Design pipe_stage_skid_reg, sky130hd; sources not shown.
Figure 1. Port wiring (run 1).
Scale: 4 px per um.
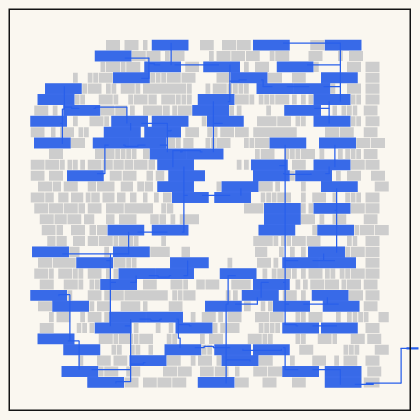
- blue: `reset` (bits 1; direction input; edge east; end cells 90; wire 589 um)
number of buffers inserted by port buffering: 94
IO Pins: 95

Figure 2. Selected gate families (run 1).
Scale: 4 px per um.
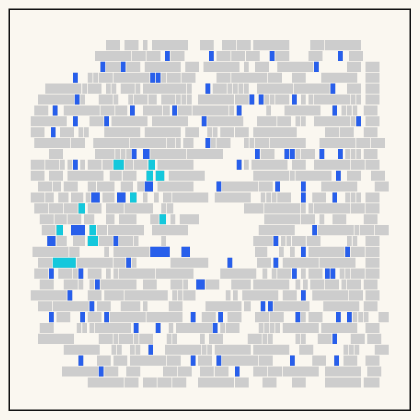
- cyan: inverting AOI/OAI gates (cells 11; where west)
- blue: NOR gates (cells 89; most used nor2_1; where all over the die)
Non-Filler Instances: 644
share of the final layout cell area in multi-input gates: 35.1%

Figure 3. Sequential cells colored by netlist name (run 1).
Scale: 4 px per um. Other sequential cells in the stronger gray, the rest of the logic in the fainter gray.
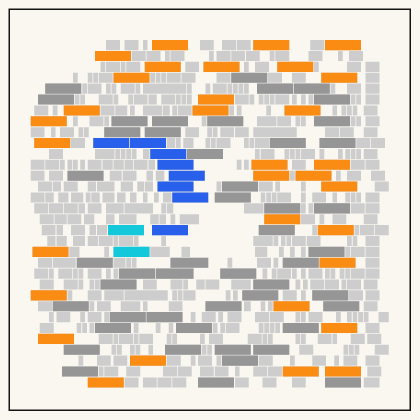
- blue: `drop_cnt` (sequential cells 8; where center)
- orange: `u_head/data_q` (sequential cells 32; where all over the die)
- cyan: `state` (sequential cells 2)
- not colored: 48
final core utilization: 71.3%
Seq power: 1010 uW
area used by sequential logic in the layout: 0.00225 sq mm

==> flow_summary.ini, run 1 <==
; yosys + openroad results
[synth]
yosys-stat-area_sq_mm = 0.00445
synth-cells-yosys = 458
topCellsByArea = dfrtp_1 50%, mux2i_1 18%, nand2_1 10%
netlist_top_cells_count = 124 x nand2_1, 88 x dfrtp_1, 80 x mux2i_1, 80 x nor2_1, 9 x clkbuf_1
synth_async_sr_flop_share_pct = 100
synth-adder-area-share_pct = 1.29
yosysSeqAreaShare_pct = 50.7
compound_area_share_pct = 2.17
ys.flops = 90
netlist_area_sq_mm = 0.00445
syn-instance-count = 458
synth.avg_cell_area_sq_um = 9.71
synth-simple-area-share_pct = 21.4
synth.yosys.warnings = 6
synth_top_cell_by_area = dfrtp_1
yosys.cell_count.top_type = nand2_1
xor_xnor_share_pct = 0.394
ys_top_logic_family = simple AND/OR/NAND/NOR gates
synthesis.nets = 507
top_area_share_pct = 49.5
yosys.cell_types.count = 38
synth.mux.area_fraction_pct = 18.0
ff_type = dfrtp_1
synth-edff-count = 0

[timing]
final.setup.tns_ns = 0
grt_setup_unrepaired = false
postLayoutSetupSlackWorst_ns = 0.957
final-max-slew-violation-count = 0
final_hold_viol_count = 0
post-route-period-util_pct = 76.4
slew-limit-headroom_pct = 32.8
setup_skew_after_layout_ns = 0.0120
final.min_clock_period_ns = 3.10
timing_worst_slew_pin_value_ns = 1.00
setup_viol = 0
highest_clock_rate_mhz = 322
fin_worst_hold_slack_ns = 0.302

[layout]
inverters = 5
seq_cell_count = 90
final_net_count = 586
clock_tree_cell_share_of_total_cell_area_pct = 4.41
nonClkBufAreaFrac_pct = 17.3
multiInputGateArea_sq_mm = 0.00195
final_common_cell = nand2_1
layout.cells.most_common_list = 124 x nand2_1, 92 x clkdlybuf4s50_1, 88 x dfrtp_1
n_fill_cell = 590
share_of_cells_above_drive_strength_1_pct = 5.35
dominant_cells = flip-flops and latches
areaGrowthSynthToFinish_pct = 25.1
seqAreaFraction_pct = 40.5
buffers_excl_clock = 97
number_of_clock_buffers_in_the_layout = 9
comb.multi_input.count = 334
num_antenna_cells = 0
stdcell_area_sq_mm = 0.00556

[routing]
met3WireLength_um = 582
finalWirelength_mm = 10.3
via_per_inst = 5.30
remaining_drc_errors = 0
antenna_violating_nets_post_route = 0
vias = 3411
detailedRoute.firstIterationViolations = 168
metal1_wirelength_mm = 4.80
drt_pass1_iterations = 5
maxUsedRoutingLayer = met4
detail_route.wl_per_cell_um = 16.0
routed-wl-met2_mm = 4.85

[worst_setup_path]
slack_of_the_worst_reg_to_reg_path_ns = 1.25
worst_path_dominant_cell_family = buffers and inverters
worstSetupStartpointType = flop
cp_num_cells = 4
cp_common_cell = buf_4
timing.setup.critical_path_class = flop to primary output
critical_path.cell_chain = nor2b_4 -> buf_4 -> inv_2 -> buf_4
crit_slowest_cell = dfrtp_1
cp_max_fo = 42
critPathRequiredTime_ns = 3.45
crit_path_max_incr_delay_ns = 0.53
worst-path-buf-inv = 3
timing.reg2reg.worst_path_depth = 10
critPathCaptureType = primary output
critical_path_arrival_ns = 2.49

[clock_tree]
cts-htree-levels = 3
tritoncts = built
cts_root_buf = clkbuf_8
hold_buffers = 0
path_clk_slew_ns = 0.10
ctsLongestPathBuffers = 2
cts.sink_count = 90
cts_buffers = 9
clk_lat_worst_skew_ns = 0.35
postCtsResizedCells = 0
cts.repair_timing.setup_buffer_count = 0

[power]
cellInternalPower_uw = 1560
switching_share_pct = 37.0
dominant_power_group = sequential cells
leakagePower_uw = 0.00253
ir_worst_vdd_mv = 0.719
clock_power_share_pct = 29.9
power_uw = 2480
power_density_mw_per_mm2 = 446
p_sw_uw = 916
pwr-share-seq_pct = 40.8
share_comb_of_total_power_pct = 29.3
power_clock_uw = 742
p_comb_uw = 726

[global_route]
grt.overflow.total = 0
use_met1_pct = 28.9
globalRouteMet3Util_pct = 5.42
global_route.usage.total_pct = 21.5
grt-busiest-layer = met2
globalRouteMet2Util_pct = 35.2
grt_pass1_wl_mm = 17.3
grt_max_degree = 91
first_global_vias = 3566
initial_antenna_violation_count = 0

[job]
cap_viol_max_count = 0
stage_log_warnings = 26

[placement]
placement.setup.worst_slack_ns = 0.823
placed_cells = 628
routabilityCongestion = 0.775
dpl_cell_area_sq_mm = 0.00531
dpl.hpwl_mm = 6.55

[floorplan]
tapcell_count = 102
die_w_um = 99.9
floorplan.die_area_sq_mm = 0.00998
core_sq_mm = 0.00781
fp_util_pct = 56.9
die_height_um = 99.9
placement_rows = 32

[outcome]
run_status = completed

[worst_hold_path]
min_path_type = primary input to asynchronous set/reset pin
==> run 2, diff against run 1 <==
--- a/config.mk
+++ b/config.mk
@@ -7,9 +7,9 @@
 export LEC_CHECK = 0
 export CAP_MARGIN = 20
 export CORE_MARGIN = 5
-export CORE_UTILIZATION = 55
+export CORE_UTILIZATION = 46
 export DETAILED_ROUTE_END_ITERATION = 10
-export PLACE_DENSITY = 0.85
+export PLACE_DENSITY = 0.76
 export SLEW_MARGIN = 20
 export SYNTH_ARGS = -nofsm -noshare
 export SYNTH_HDL_FRONTEND = slang
==> constraint.sdc (replaced) <==
create_clock -name clk -period 2.73 [get_ports clk]
set_input_delay 0.4095 -clock clk [delete_from_list [all_inputs] [get_ports clk]]
set_output_delay 0.4095 -clock clk [all_outputs]
set_load 0.1 [all_outputs]
==> run 2 against run 1 <==
Sequential cell count did not move. First-iteration DRC count is 48% lower. Cell count up 5.6%. Largest power group unchanged. Highest routed layer unchanged.
==> flow_summary.ini, run 2 <==
; yosys + openroad results
[synth]
syn-instance-count = 458
yosys.cell_types.count = 38
netlist_area_sq_mm = 0.00445
compound_area_share_pct = 2.17
top_area_share_pct = 49.5
synth.yosys.warnings = 6
synth-simple-area-share_pct = 21.4
yosysSeqAreaShare_pct = 50.7
synthesis.nets = 507
netlist_top_cells_count = 124 x nand2_1, 88 x dfrtp_1, 80 x mux2i_1, 80 x nor2_1, 9 x clkbuf_1
ys_top_logic_family = simple AND/OR/NAND/NOR gates

[job]
stage_log_warnings = 26
cap_viol_max_count = 0

[global_route]
initial_antenna_violation_count = 0
first_global_vias = 3454
grt.overflow.total = 0
globalRouteMet2Util_pct = 28.7
global_route.usage.total_pct = 17.8
grt_max_degree = 51

[power]
pwr-share-seq_pct = 42.4
share_comb_of_total_power_pct = 30.3
power_density_mw_per_mm2 = 633
ir_worst_vdd_mv = 0.752
clock_power_share_pct = 27.3
cellInternalPower_uw = 2230
power_uw = 3520
p_sw_uw = 1290
switching_share_pct = 36.7

[clock_tree]
cts_root_buf = clkbuf_8
hold_buffers = 0
tritoncts = built
cts.repair_timing.setup_buffer_count = 0
postCtsResizedCells = 0
ctsLongestPathBuffers = 2
cts.sink_count = 90

[worst_setup_path]
cp_common_cell = ha_1
cp_num_cells = 10
timing.setup.critical_path_class = flop to flop
worst_path_dominant_cell_family = simple AND/OR/NAND/NOR gates
worstSetupStartpointType = flop
slack_of_the_worst_reg_to_reg_path_ns = 0.23
crit_slowest_cell = dfrtp_1
critical_path_arrival_ns = 2.77
worst-path-buf-inv = 1

[floorplan]
die_w_um = 108
placement_rows = 35
core_sq_mm = 0.00933
floorplan.die_area_sq_mm = 0.0117
fp_util_pct = 47.7
die_height_um = 108

[layout]
comb.multi_input.count = 334
regArea_sq_mm = 0.00225
postLayoutCoreUtil_pct = 59.7
fin_cells = 680
seqAreaFraction_pct = 40.5
dominant_cells = flip-flops and latches
areaGrowthSynthToFinish_pct = 25.2
clock_tree_cell_share_of_total_cell_area_pct = 3.71

[timing]
final.setup.tns_ns = 0
post-route-period-util_pct = 91.7
fin_worst_hold_slack_ns = 0.0347
grt_setup_unrepaired = false
highest_clock_rate_mhz = 399

[placement]
dpl_cell_area_sq_mm = 0.00536
placed_cells = 666
routabilityCongestion = 0.819
dpl.hpwl_mm = 6.74

[routing]
remaining_drc_errors = 0
routed-wl-met2_mm = 4.54
drt_pass1_iterations = 5
metal1_wirelength_mm = 4.62
finalWirelength_mm = 9.81
vias = 3348
maxUsedRoutingLayer = met4

[outcome]
run_status = completed

[worst_hold_path]
min_path_type = primary input to asynchronous set/reset pin
Figure 4. Clock nets (run 2).
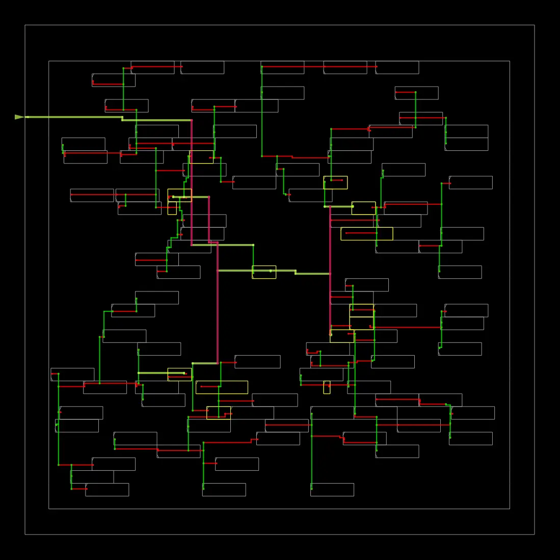
clock buffer count from CTS: 9
setup skew after layout: 0.0124 ns
flip-flops: 90
number of clock buffers in the layout: 11
clk pwr: 962 uW

Figure 5. Port wiring (run 2).
Scale: 3 px per um.
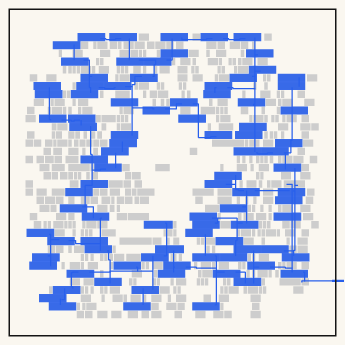
- blue: `reset` (bits 1; direction input; edge east; end cells 90; wire 634 um)

Power figures rest on the tool's default switching activity, not on a simulated workload.
